Selected gate families:
Scale bar: 20 µm.
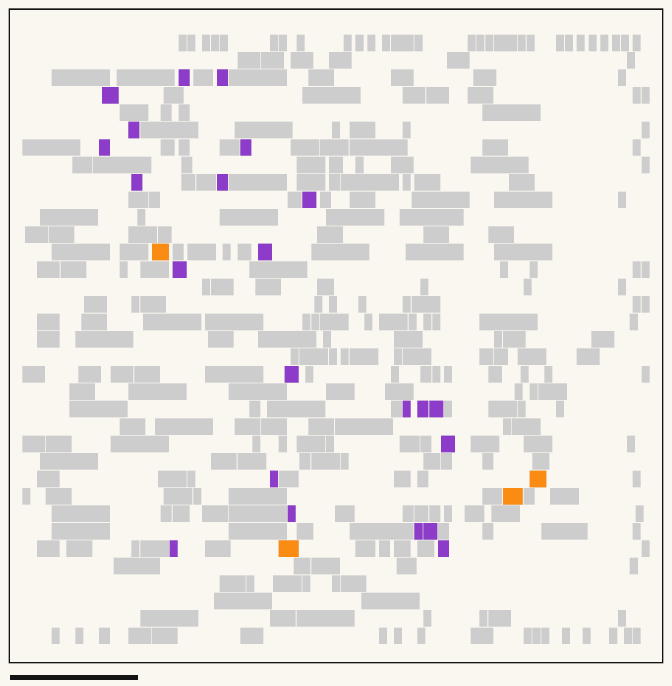
Clock network drawn from the DEF:
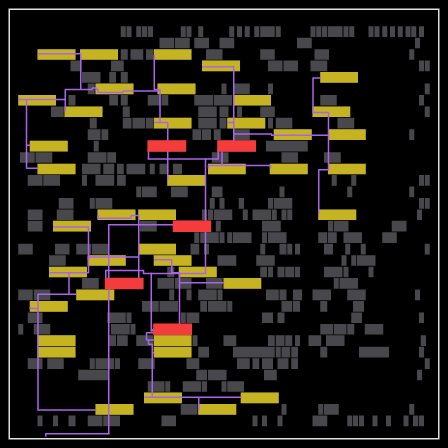
Congestion heat map:
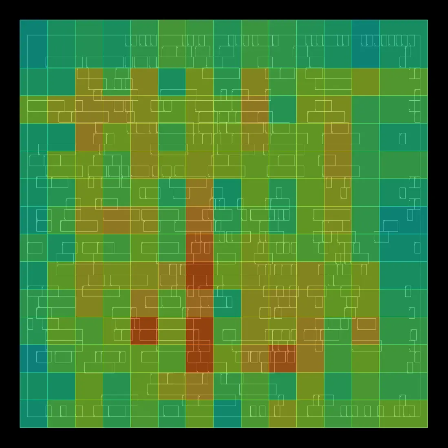
Cell density map:
The die is cut into 10 by 10 equal tiles; dark blue is low, red is high, 0 to 100% covered.
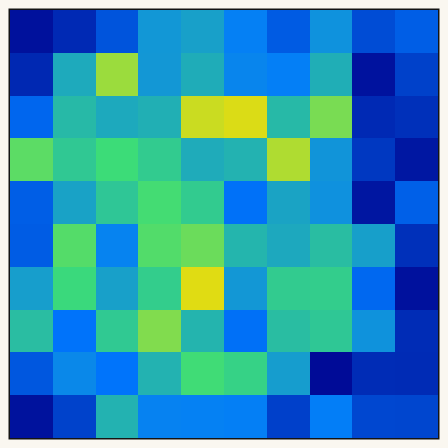
==> config.mk <==
export PLATFORM = sky130hd
export DESIGN_NAME = net_rate_limiter
export DESIGN_NICKNAME = d
export VERILOG_FILES = /design/src/rtl/net_rate_limiter.sv
export SDC_FILE = /design/constraint.sdc
export NUM_CORES = 1
export LEC_CHECK = 0
export CAP_MARGIN = 40
export CORE_MARGIN = 1.5
export CORE_UTILIZATION = 37
export CTS_BUF_LIST = sky130_fd_sc_hd__clkbuf_16
export DETAILED_ROUTE_END_ITERATION = 10
export MAX_ROUTING_LAYER = met4
export PLACE_DENSITY_LB_ADDON = 0.05
export SYNTH_ARGS = -nofsm -noshare
export SYNTH_HDL_FRONTEND = slang
export SYNTH_SLANG_ARGS = --single-unit
export TNS_END_PERCENT = 5
==> constraint.sdc <==
create_clock -name clock -period 4.9 [get_ports clock]
set_input_delay 0.735 -clock clock [delete_from_list [all_inputs] [get_ports clock]]
set_output_delay 0.735 -clock clock [all_outputs]
set_load 0.05 [all_outputs]
==> ds_physical_params.txt <==
Physical implementation characteristics

Parameter                              Value

Die
  Die area    10,300 µm²
  Top Ports    240
  Standard-cell rows    35
  Die y size    102 µm
  Die span in x    around 100 µm
  Well tap count    129

Cells and area
  Post-route standard cell area excluding fillers    3450 µm²
  Highest-count cells in the layout ignoring fill and taps    sky130_fd_sc_hd__conb_1 (64), sky130_fd_sc_hd__inv_1 (42), sky130_fd_sc_hd__dfrtp_1 (41)
  Flop count    41
  Clock buffer instance count of the final layout    5
  Area grow syn2layout    -4.24%
  Logic inverters    42
  Leading cell kind    multi-input combinational cells
  Register Area    1030 µm²
  Logic area    1620 µm²
  Buffers, non-clock    34
  # fillers    between 900 and 1,000
  Net count, final    481
  Buffering overhead    10.4%
  ClkCell Share    under 10%
  Layout cell share with drive strength beyond 1    13.3%
  Fraction of area in registers    slightly below 30%
  N_diodes    0
  #MultiIn Comb    222

Detailed routing
  Wire length on met2    3240 µm
  Routed wire length on met3    723 µm
  Total number of vias    2,040
  Routed Wire Length    7120 µm
  Uppermost routed layer    met4
  Routed metal-1 wirelength    2950 µm
  Final ANT Viol Nets    0
  Initial detailed-routing violation count    around 50
  DRC    0
  Final routed wire length divided by cell count    15.0 µm
  Total iterations of the first detailed-routing run    4
  Routed via count divided by cell count    4.30

Logic synthesis
  Synth Instances    383
  Most common flop cell mapped by yosys    sky130_fd_sc_hd__dfrtp_1
  Post-synthesis share of cell area spent on and, or, nand and nor gates    approximately 6.5%
  Yosys synthesis chip area    3600 µm²
  Cell Area, Synth    3600 µm²
  Dominant kind of combinational cell    buffers and inverters
  Most frequent cells after synthesis    sky130_fd_sc_hd__buf_4 (137), sky130_fd_sc_hd__inv_1 (42), sky130_fd_sc_hd__dfrtp_1 (41)
  Fraction of synthesized cell area in xor and xnor cells    2.92%
  Yosys stat cell total    383
  Largest area contributor in the netlist    sky130_fd_sc_hd__buf_4
  Library cell with the highest instance count after synthesis    sky130_fd_sc_hd__buf_4
  Synth top area cells    sky130_fd_sc_hd__buf_4 (29%), sky130_fd_sc_hd__dfrtp_1 (28%), sky130_fd_sc_hd__ha_1 (11%), sky130_fd_sc_hd__mux2_2 (10%), sky130_fd_sc_hd__inv_1 (4.4%)
  Area fraction in full adders, half adders and majority gates    between 10 and 15%
  Count of cell types in the netlist    38
  Synthesis warning total    0
  Synth Area per Inst    9.41 µm²
  Multiplexer fraction of the synthesized cell area    10.3%
  Sequential element share of the synthesized area    28.5%
  Count of library flops with an enable pin    0
  AND-OR/OR-AND share of the synthesized area    6.35%
  Fraction of synthesis flops using an asynchronous set or reset pin    100%
  Top area contributor share    28.5%
  Synth Register Bits    between 40 and 50

Global routing
  Met2 Track Usage GR    around a fifth
  GRT Residual Overflow    0
  Number of antenna violations at the first check in global routing    0
  Met3 Track Usage GR    5.18%
  Global routing usage summed across all routing layers    14.5%
  Wire length of the first global-routing pass    10,800 µm
  Most congested layer reported by global routing    met2
  Pin count of the biggest net entering global routing    35
  Number of global-route vias before repair    around 2,000

Critical path
  CP max FO    8
  Library cell contributing the largest single delay on the critical path    sky130_fd_sc_hd__fa_1
  Buffers plus inverters on the worst setup path    2
  Critical path's most frequent cell    sky130_fd_sc_hd__ha_1
  CP endpoint kind    flop
  Critical path required time    approximately 5.1 ns
  Critical path start-end classification    reg2reg
  Flop2flop setup slack    roughly 0.4 ns
  Critical path data arrival time    4.66 ns
  Cell-by-cell trace of the critical path    inv_1, ha_1, nand4_1, nor2_2, nand2_1, ha_1, inv_1, ha_1, fa_1, a211oi_2, o21bai_1, a21oi_1, xnor2_1, ha_1, a211oi_1, o31a_1, o31ai_1, a32oi_4, mux2_2
  Worst reg2reg path depth    19
  Cell depth of the worst setup path    19
  Longest individual stage delay on the worst path    0.44 ns
  Crit-path leading delay family    adder cells
  Nature of the critical path startpoint    flop

Timing
  Fin crit period    4.50 ns
  Maximum clock rate    0.222 GHz
  Setup TNS after final layout    0 ns
  Final Max Tran Viols    0
  Final hold vios    0
  Cycle use final    91.8%
  Setup-violating endpoint count in the final report    0
  Worst max-slew margin expressed relative to the limit    roughly 50%
  Worst setup margin    around 0.4 ns
  Slew at the pin closest to its max-slew limit    0.753 ns
  Final hold slack    0.298 ns
  Unrepaired setup endpoints after global routing    no

CTS
  CTS Buf Count    5
  Root Buffer    sky130_fd_sc_hd__clkbuf_16
  Post-cts sizing count    0
  Hold bufs inserted after CTS    0
  TritonCTS clock tree    done
  Clock-pin transition on the worst setup and hold timing paths    0.06 ns
  Setup bufs post-CTS    0
  Maximum clock insertion buffer count    2
  Total number of clock tree sinks    41
  H-tree depth    2

Placed design
  Total instance count after detailed placement    about 470
  PortBufs    31
  Instance area after placement    3320 µm²
  Placer's final routability congestion estimate    0.798
  Post-DP HPWL    6000 µm
  Pre-CTS setup slack    0.187 ns

Power and ir drop
  Reported net switching power    1.06 mW
  Combinational power    1.52 mW
  Sw Ratio    44.5%
  Max IR drop VDD    240 µV
  Cell-internal power    1.32 mW
  Power share of the combinational group    64.0%
  Power in sequential cells    0.551 mW
  Power Dens Cells    689 nW/µm²
  Top pwr grp    combinational cells
  Overall power consumption    between 2 and 2.5 mW
  Leakage dissipation    between 1.5 and 2 nW
  Fraction of power consumed by sequential logic    approximately 23%

Status
  Result of the run    completed

Run
  Max-cap viol count    0
  Stage-log warning count    26

Hold path
  Hold/Removal Path Class    in2async
About 'selected gate families':
Purple stands for nor cells, cells 22, most used nor3_1. Orange stands for non-inverting ao/oa cells, cells 4.
most instantiated logic cell after routing: sky130_fd_sc_hd__conb_1
Comb area share: 46.8%
final cell count without fillers: 474

About 'clock network drawn from the DEF':
Yellow stands for flip-flops, count 41. Red stands for clock-net drivers, count 5. Purple stands for clock wires, length 616 µm.
Position of the flops: widely spread.
Clk power: 0.304 mW
part of the power in the clock network: 12.8%
clock latency reported for the late side of the worst-skew pair: 0.28 ns
worst clock skew on the final layout: 0.00437 ns

About 'congestion heat map':
final design utilization: 37.0%
met1 layer usage reported by global route: 18.4%

About 'cell density map':
The fullest tile reaches 71%. The densest ninth of the die: middle. The mean over all tiles is 32%.
effective utilization at floorplan: 38.6%
Core ar.: 9330 µm²

Power is estimated from default activity; no workload was simulated.
